**config.mk**
```make
export PLATFORM = sky130hd
export DESIGN_NAME = cic_decim_ctrl
export DESIGN_NICKNAME = d
export VERILOG_FILES = /design/src/rtl/cic_pkg.sv /design/src/rtl/cic_ovf_mon.sv /design/src/rtl/cic_decim_ctrl.sv
export SDC_FILE = /design/constraint.sdc
export NUM_CORES = 1
export LEC_CHECK = 0
export CAP_MARGIN = 20
export CORE_MARGIN = 5
export CORE_UTILIZATION = 53
export DETAILED_ROUTE_END_ITERATION = 10
export GPL_ROUTABILITY_DRIVEN = 0
export PLACE_DENSITY = 0.81
export SLEW_MARGIN = 20
export SYNTH_ARGS = -nofsm -noshare
export SYNTH_HDL_FRONTEND = slang
export SYNTH_SLANG_ARGS = --single-unit
```
**constraint.sdc**
```tcl
create_clock -name clk_i -period 7.2 [get_ports clk_i]
set_input_delay 1.08 -clock clk_i [delete_from_list [all_inputs] [get_ports clk_i]]
set_output_delay 1.08 -clock clk_i [all_outputs]
set_load 0.005 [all_outputs]
```
**src/rtl/cic_pkg.sv**
```systemverilog
// Shared types and helpers for the CIC decimator sequencer.
package cic_pkg;

    localparam int unsigned OVF_CNT_W = 16;

    typedef enum logic [2:0] {
        OS_NONE = 3'd0,
        OS_2    = 3'd1,
        OS_4    = 3'd2,
        OS_8    = 3'd3,
        OS_16   = 3'd4,
        OS_32   = 3'd5,
        OS_64   = 3'd6,
        OS_INV  = 3'd7
    } os_code_e;

    typedef enum logic [1:0] {
        StIdle,
        StFlush,
        StSettle,
        StRun
    } state_e;

    // Terminal count of the decimation counter, R-1 = 2^code - 1.
    function automatic logic [5:0] os_rm1(input logic [2:0] code);
        logic [6:0] r;
        r = 7'd1 << code;
        return 6'(r - 7'd1);
    endfunction

endpackage

```
**src/rtl/cic_ovf_mon.sv**
```systemverilog
// Integrator overflow monitor: toggle baselines, sticky flags, last sign and IRQ.
// Optional saturating event counter when CIC_OVF_CNT_EN is defined.
module cic_ovf_mon
    import cic_pkg::*;
#(
    parameter int unsigned N_STG = 3
) (
    input  logic                 clk_i,
    input  logic                 reset_i,
    input  logic [2*N_STG-1:0]   flag_t_i,
    input  logic                 load_i,
    input  logic                 sample_i,
    input  logic [N_STG-1:0]     clr_i,
    output logic [N_STG-1:0]     sticky_o,
    output logic                 sign_o,
    output logic                 irq_o,
    output logic [OVF_CNT_W-1:0] cnt_o
);

    logic [N_STG-1:0] base_q, base_d;
    logic [N_STG-1:0] sticky_q, sticky_d;
    logic [N_STG-1:0] tog, ev;
    logic             sign_q, sign_d;
    logic             irq_q, irq_d;

    // Ascending loop so the highest firing stage sets the sign last.
    always_comb begin
        tog    = '0;
        ev     = '0;
        sign_d = sign_q;
        for (int i = 0; i < int'(N_STG); i++) begin
            tog[i] = flag_t_i[2*i];
            if (sample_i && (flag_t_i[2*i] != base_q[i])) begin
                ev[i]  = 1'b1;
                sign_d = flag_t_i[2*i+1];
            end
        end
        base_d   = (load_i || sample_i) ? tog : base_q;
        sticky_d = (sticky_q & ~clr_i) | ev;
        irq_d    = |sticky_d;
    end

    always_ff @(posedge clk_i) begin
        if (reset_i) begin
            base_q   <= '0;
            sticky_q <= '0;
            sign_q   <= 1'b0;
            irq_q    <= 1'b0;
        end else begin
            base_q   <= base_d;
            sticky_q <= sticky_d;
            sign_q   <= sign_d;
            irq_q    <= irq_d;
        end
    end

    assign sticky_o = sticky_q;
    assign sign_o   = sign_q;
    assign irq_o    = irq_q;

`ifdef CIC_OVF_CNT_EN
    logic [OVF_CNT_W-1:0] cnt_q, cnt_d;

    always_comb begin
        cnt_d = cnt_q;
        if (|ev) begin
            if (|clr_i) begin
                cnt_d = OVF_CNT_W'(1);
            end else if (!(&cnt_q)) begin
                cnt_d = cnt_q + OVF_CNT_W'(1);
            end
        end else if (|clr_i) begin
            cnt_d = '0;
        end
    end

    always_ff @(posedge clk_i) begin
        if (reset_i) begin
            cnt_q <= '0;
        end else begin
            cnt_q <= cnt_d;
        end
    end

    assign cnt_o = cnt_q;
`else
    assign cnt_o = '0;
`endif

endmodule

```
**src/rtl/cic_decim_ctrl.sv**
```systemverilog
// CIC decimator sequencer: ratio handshake, flush/settle FSM, decimation strobe.
// Overflow event counter is built only when CIC_OVF_CNT_EN is defined.
module cic_decim_ctrl
    import cic_pkg::*;
#(
    parameter int unsigned N_STG = 3,
    parameter int unsigned CNT_W = 6
) (
    input  logic                 clk_i,
    input  logic                 reset_i,
    input  logic                 enable_i,
    input  logic [2:0]           cfg_os_sel_i,
    input  logic                 cfg_valid_i,
    output logic                 cfg_ready_o,
    output logic                 cfg_err_o,
    output logic [2:0]           os_sel_o,
    output logic                 dp_clr_o,
    output logic                 dec_stb_o,
    output logic                 out_valid_o,
    input  logic [2*N_STG-1:0]   flag_t_i,
    input  logic [N_STG-1:0]     ovf_clr_i,
    output logic [N_STG-1:0]     ovf_sticky_o,
    output logic                 ovf_sign_o,
    output logic                 ovf_irq_o,
    output logic [OVF_CNT_W-1:0] ovf_cnt_o,
    output logic                 busy_o
);

    localparam int unsigned FlW = $clog2(N_STG + 1);

    state_e           state_q, state_d;
    os_code_e         pend_q, pend_d;
    logic [CNT_W-1:0] cnt_q, cnt_d;
    logic [FlW-1:0]   fl_q, fl_d;
    logic [FlW-1:0]   stl_q, stl_d;
    logic             cfg_err_q, cfg_err_d;
    logic [2:0]       os_sel_q, os_sel_d;
    logic             dp_clr_q, dp_clr_d;
    logic             dec_stb_q, dec_stb_d;
    logic             out_valid_q, out_valid_d;
    logic             busy_q, busy_d;
    logic             accept, code_ok, flush_last;
    logic             active_d;

    assign cfg_ready_o = !reset_i && ((state_q == StIdle && enable_i) || state_q == StRun);
    assign accept      = cfg_valid_i && cfg_ready_o;
    assign code_ok     = accept && (cfg_os_sel_i != OS_INV);
    assign flush_last  = (state_q == StFlush) && (fl_q == FlW'(N_STG)) && enable_i;

    // dec_stb_q marks the current cycle as the counter's terminal count.
    always_comb begin
        state_d   = state_q;
        pend_d    = pend_q;
        cnt_d     = '0;
        fl_d      = '0;
        stl_d     = stl_q;
        cfg_err_d = accept && (cfg_os_sel_i == OS_INV);
        unique case (state_q)
            StIdle: begin
                if (code_ok) begin
                    pend_d  = os_code_e'(cfg_os_sel_i);
                    state_d = StFlush;
                end
            end
            StFlush: begin
                fl_d = fl_q + FlW'(1);
                if (fl_q == FlW'(N_STG)) begin
                    stl_d   = '0;
                    state_d = (pend_q == OS_NONE) ? StRun : StSettle;
                end
            end
            StSettle: begin
                cnt_d = dec_stb_q ? '0 : cnt_q + CNT_W'(1);
                if (dec_stb_q) begin
                    stl_d = stl_q + FlW'(1);
                    if (stl_q == FlW'(N_STG - 1)) begin
                        state_d = StRun;
                    end
                end
            end
            StRun: begin
                cnt_d = dec_stb_q ? '0 : cnt_q + CNT_W'(1);
                if (code_ok) begin
                    pend_d  = os_code_e'(cfg_os_sel_i);
                    state_d = StFlush;
                    cnt_d   = '0;
                end
            end
            default: state_d = StIdle;
        endcase
        if (!enable_i) begin
            state_d = StIdle;
            cnt_d   = '0;
            fl_d    = '0;
        end

        active_d    = (state_d == StSettle) || (state_d == StRun);
        os_sel_d    = active_d ? pend_d : OS_NONE;
        dp_clr_d    = (state_d == StFlush);
        busy_d      = (state_d == StFlush) || (state_d == StSettle);
        dec_stb_d   = active_d && (cnt_d == CNT_W'(os_rm1(pend_d)));
        out_valid_d = (state_d == StRun) && dec_stb_d;
    end

    always_ff @(posedge clk_i) begin
        if (reset_i) begin
            state_q     <= StIdle;
            pend_q      <= OS_NONE;
            cnt_q       <= '0;
            fl_q        <= '0;
            stl_q       <= '0;
            cfg_err_q   <= 1'b0;
            os_sel_q    <= '0;
            dp_clr_q    <= 1'b0;
            dec_stb_q   <= 1'b0;
            out_valid_q <= 1'b0;
            busy_q      <= 1'b0;
        end else begin
            state_q     <= state_d;
            pend_q      <= pend_d;
            cnt_q       <= cnt_d;
            fl_q        <= fl_d;
            stl_q       <= stl_d;
            cfg_err_q   <= cfg_err_d;
            os_sel_q    <= os_sel_d;
            dp_clr_q    <= dp_clr_d;
            dec_stb_q   <= dec_stb_d;
            out_valid_q <= out_valid_d;
            busy_q      <= busy_d;
        end
    end

    assign cfg_err_o   = cfg_err_q;
    assign os_sel_o    = os_sel_q;
    assign dp_clr_o    = dp_clr_q;
    assign dec_stb_o   = dec_stb_q;
    assign out_valid_o = out_valid_q;
    assign busy_o      = busy_q;

    cic_ovf_mon #(
        .N_STG (N_STG)
    ) u_ovf_mon (
        .clk_i    (clk_i),
        .reset_i  (reset_i),
        .flag_t_i (flag_t_i),
        .load_i   (flush_last),
        .sample_i (out_valid_q),
        .clr_i    (ovf_clr_i),
        .sticky_o (ovf_sticky_o),
        .sign_o   (ovf_sign_o),
        .irq_o    (ovf_irq_o),
        .cnt_o    (ovf_cnt_o)
    );

endmodule

```
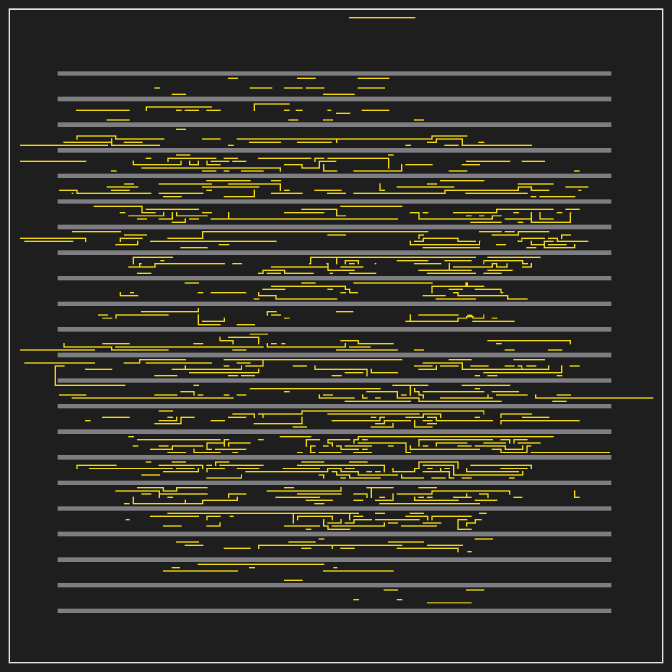
layer_met1.png
Supply wires on this layer in gray.
The layer carries 1,760 um of wire. The wires run mostly horizontal. 233 nets have wire on it. The layer holds 46% of the routed length. The longest straight run is 23.9 um.
drt total wl: 3810 um
met1 Track Usage GR: 0.204
vias: 1,560

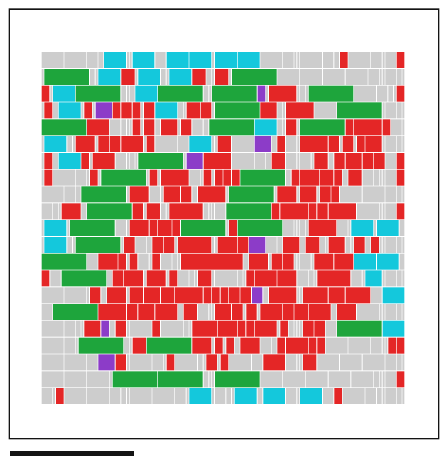
placement_by_type.png
Bar = 20 um. Fill, decap, tap and diode cells in gray.
Red shows combinational and other logic, cells 178, share of their area 55%. Cyan shows other buffers and delay cells, cells 30, share of their area 14%. Purple shows clock drivers and dummy loads, cells 8, share of their area 2.3%. Green shows flops, cells 31, share of their area 29%.
core area: 3360 um2
Design Area, Final: 2190 um2
# rows: 21
fin util: 0.651
Seq/total area: 0.284

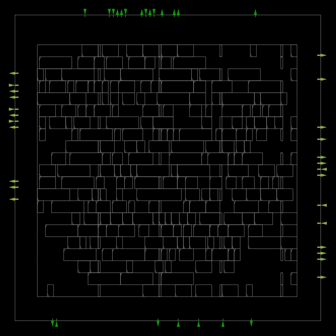
placement.png
Tapcell Cnt: 46
number of fill cells in the layout: 307

==> impl_metrics.py <==
# Physical implementation metrics
metrics = {
    "final_timing": {
        "finalSetupViolCount": 0,
        "skew_ns": 0.00712,
        "worst_slew_pin_slew_ns": 0.669,
        "fin_crit_ns": 4.04,
        "max_freq_mhz": 248,
        "slew_violations": 0,
        "fin_setup_tns_ns": 0,
        "rsz0062_at_grt": "no",
        "hold_viol": 0,
        "finalClockPeriodUsage": 0.561,
        "maxSlewHeadroom": 0.549,
    },
    "power_and_ir_drop": {
        "p_per_area_nw_per_um2": 149,
        "pwr-share-comb": 0.172,
        "p_switching_w": 0.0000887,
        "intPower_w": 0.000237,
        "pwr-share-seq": 0.536,
        "p_leak_nw": 0.857,
        "swShare": 0.272,
        "pwr-share-clk": 0.292,
        "peakVddDrop_v": 0.000112,
        "total_power_w": 0.000326,
    },
    "synth": {
        "yosysSeqAreaShare": 0.333,
        "post-synth-top-count-cell": "dfxtp_1",
        "flop_cell": "dfxtp_1",
        "ys_cells": 216,
        "synth.avg_cell_area_um2": 8.63,
        "synthArstFlopShare": 0,
        "top_area_cell": "dfxtp_1",
        "synth-warning-count": 0,
        "ys.flops": 31,
        "ys_top_cells_by_count": "dfxtp_1 (31), nor2_1 (24), buf_4 (16), nor3_1 (14), nand2_1 (13)",
        "synth_area_um2": 1860,
        "synthCells": 216,
        "topCellsByArea": "dfxtp_1 (33%), ha_1 (8.1%), buf_4 (6.4%), mux2i_1 (4.8%), nor2_1 (4.8%)",
        "top_cell_area_share": 0.333,
        "ys_types": 47,
        "synth_chip_area_um2": 1860,
        "edf_count": 0,
    },
    "worst_setup_path": {
        "r2r_end": "out_valid_o$_SDFF_PP0_",
        "cp_data_arrival_time_ns": 4.29,
        "end_kind": "register",
        "crit_path_frequent_cell": "mux2i_1",
        "critPathKind": "in -> reg",
        "reg2reg_depth": 13,
        "critical_path.cell_chain": "clkdlybuf4s50_1 > buf_4 > nor3b_1 > nand3_2 > mux2i_1 > nand2_1 > ha_1 > nor2_1 > mux2i_1 > o32ai_1 > nand2b_1 > o221ai_2 > nor4b_2",
        "worstReg2RegStart": "state_q[0]$_SDFF_PP0_",
        "slowest_stage": "mux2i_1",
        "crit_end": "out_valid_o$_SDFF_PP0_",
        "startpoint_type": "input port",
        "crit_start": "reset_i",
        "r2r_slack_ns": 3.69,
        "cp_data_required_time_ns": 7.45,
        "cp_slowest_stage_delay_ns": 0.54,
    },
    "clocking": {
        "numCtsBuffers": 5,
        "post_cts_buffers": 0,
        "htreeDepth": 2,
        "clkTransAtPathRegs_ns": 0.09,
        "cts.sinks": 31,
        "cts_buffer_depth": 2,
        "ctsResizeCount": 0,
        "cts_tree": "yes",
        "clkLatencyLatePin_ns": 0.33,
        "root_buffer": "clkbuf_4",
    },
    "global_routing": {
        "grt_max_degree": 32,
        "grt_pass1_vias": 1462,
        "grt_pass1_wl_um": 6430,
        "overflow": 0,
        "antenna_found_initial": 0,
    },
    "detailed_routing": {
        "antenna_left": 0,
        "firstDrtPassIters": 4,
        "vias_per_cell": 5.32,
        "post-route-drc-count": 0,
        "drtIter0Drc": 85,
    },
    "finish": {
        "antenna_cells": 0,
        "final_layout_size_suffix_gt1_frac": 0.0729,
        "final_cell_mix": "dfxtp_1 (31), clkdlybuf4s50_1 (29), nor2_1 (24), conb_1 (16), nor3_1 (14)",
        "area_delta_synth_final_pct": 17.4,
        "finalNetCount": 274,
        "layout_top_cell": "dfxtp_1",
    },
    "die": {
        "fp.dieArea_um2": 4800,
        "ios": 46,
        "die_y_um": 69.3,
        "die_w_um": 69.3,
        "fp_util": 0.554,
    },
    "flow_run": {
        "max_cap_viol_count": 0,
        "tool_warnings": 32,
    },
    "outcome": {
        "outcome": "finished clean",
    },
    "worst_hold_path": {
        "holdCritPathClass": "reg -> reg",
    },
    "placed_design": {
        "hpwl_um": 2920,
        "port_buffers": 29,
    },
}
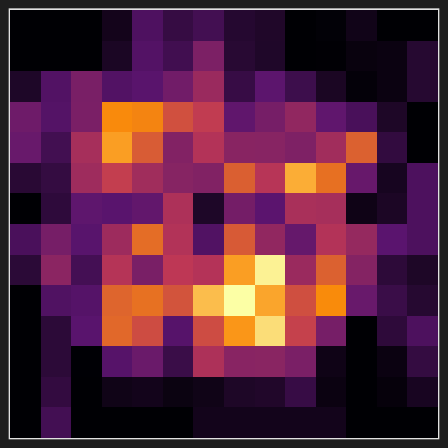
metal_density.png
The die is cut into 14 by 14 equal tiles; black is low, pale yellow is high, scaled to the fullest tile. Values are wire area over tile area, all layers added.
17% of the tiles are nearly empty. The mean over all tiles is 0.13. 15% of the tiles are over half the peak. The densest ninth of the die: center. The fullest tile reaches 0.50. The emptiest ninth of the die: north-east.
GRT Total Usage: 0.165
DR WL/cell: 13.0 um

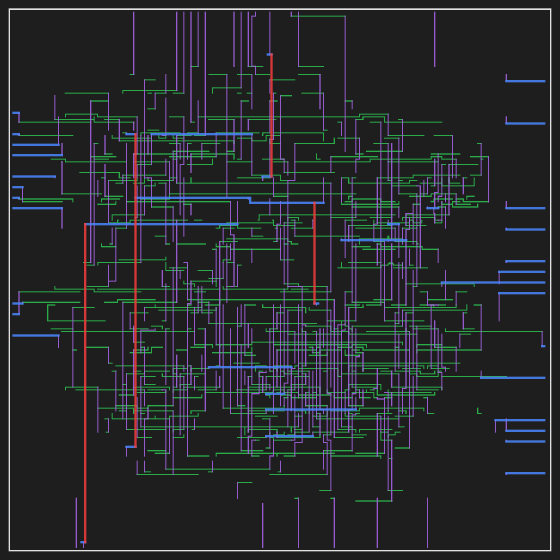
wires.png
Green shows metal 1, wire length 1,760 um. Red shows metal 4, wire length 110 um. Blue shows metal 3, wire length 215 um. Purple shows metal 2, wire length 1,730 um.

cell families (layout without fill, tap and decap cells):
family | Yosys count | after routing | share of synthesized area
muxes | 10 | 10 | 0.0544
buffers and inverters | 29 | 45 | 0.0913
xor gates and xnor gates | 9 | 9 | 0.0423
DFF | 31 | 31 | 0.333
AOI/OAI and AO/OA | 33 | 33 | 0.132
and+or+nand+nor | 91 | 91 | 0.265
other | 1 | 16 | 0.00201
adders and majority gates | 12 | 12 | 0.0805
worst min-delay path by stage:
| stage | startpoint | to | slack (ns) | cells past startpoint |
|---|---|---|---|---|
| 6_report | fl_q[0]$_SDFF_PP0_ | fl_q[0]$_SDFF_PP0_ | 0.45 | 1 |
| 5_1_grt | fl_q[0]$_SDFF_PP0_ | fl_q[0]$_SDFF_PP0_ | 0.49 | 1 |
| 4_1_cts | fl_q[0]$_SDFF_PP0_ | fl_q[0]$_SDFF_PP0_ | 0.45 | 1 |
| 3_5_place_dp | fl_q[0]$_SDFF_PP0_ | fl_q[0]$_SDFF_PP0_ | 0.43 | 1 |
| 3_3_place_gp | fl_q[0]$_SDFF_PP0_ | fl_q[0]$_SDFF_PP0_ | 0.42 | 1 |
| 2_1_floorplan | fl_q[0]$_SDFF_PP0_ | fl_q[0]$_SDFF_PP0_ | 0.40 | 1 |
layout make-up:
cell class | instances | area (um2)
Fill cell | 307 | 1170
Multi-Input combinational cell | 171 | 1140
Sequential cell | 31 | 621
Timing Repair Buffer | 30 | 298
Tap cell | 46 | 57.6
Clock buffer | 7 | 45.0
Inverter | 7 | 26.3
Clock inverter | 1 | 5.00
state kept, by name, summed over array words and instances (netlist names):
signal and flops:
dec_stb_o 1, stl_q 2, u_ovf_mon.sticky_o 3, cfg_err_o 1
state_q 2, pend_q 3, cnt_q 6, u_ovf_mon.sign_o 1
fl_q 2, dp_clr_o 1, u_ovf_mon.base_q 3, busy_o 1
u_ovf_mon.irq_o 1, out_valid_o 1, os_sel_o 3
power groups by stage:
stage	clock network [W]	logic (W)	registers, W
after floorplan	0	0.0000430	0.000178
after global placement	0	0.0000544	0.000178
after detailed placement	0	0.0000551	0.000178
after CTS	0.0000991	0.0000554	0.000174
after global routing	0.000107	0.0000619	0.000175
final	0.0000951	0.0000561	0.000174
critical path, delay by kind of cell:
kind                     cells  cell delay (ns)
buffers and inverters        2             0.63
AND/OR/NAND/NOR              6             1.16
adder cells (fa/ha/maj)      1             0.33
multiplexers                 2             0.61
AND-OR/OR-AND                2             0.47
per-layer routing:
metal / track usage / routed length [um] / part of all wire
met3: 0.0319 / 214 / 0.056
met5: 0 / 0 / 0
met2: 0.260 / 1730 / 0.45
met1: 0.204 / 1760 / 0.46
met4: 0.108 / 109 / 0.029
metrics by stage:
step,std cells,setup WS [ns],hold slack [ns],cell area [um2]
2_1_floorplan,231,3.62,0.403,1920
6_report,293,3.16,0.450,2190
4_1_cts,293,3.18,0.450,2180
3_3_place_gp,285,2.92,0.416,2130
3_5_place_dp,285,2.84,0.430,2130
5_1_grt,293,2.92,0.489,2190
Power figures rest on the tool's default switching activity, not on a simulated workload.
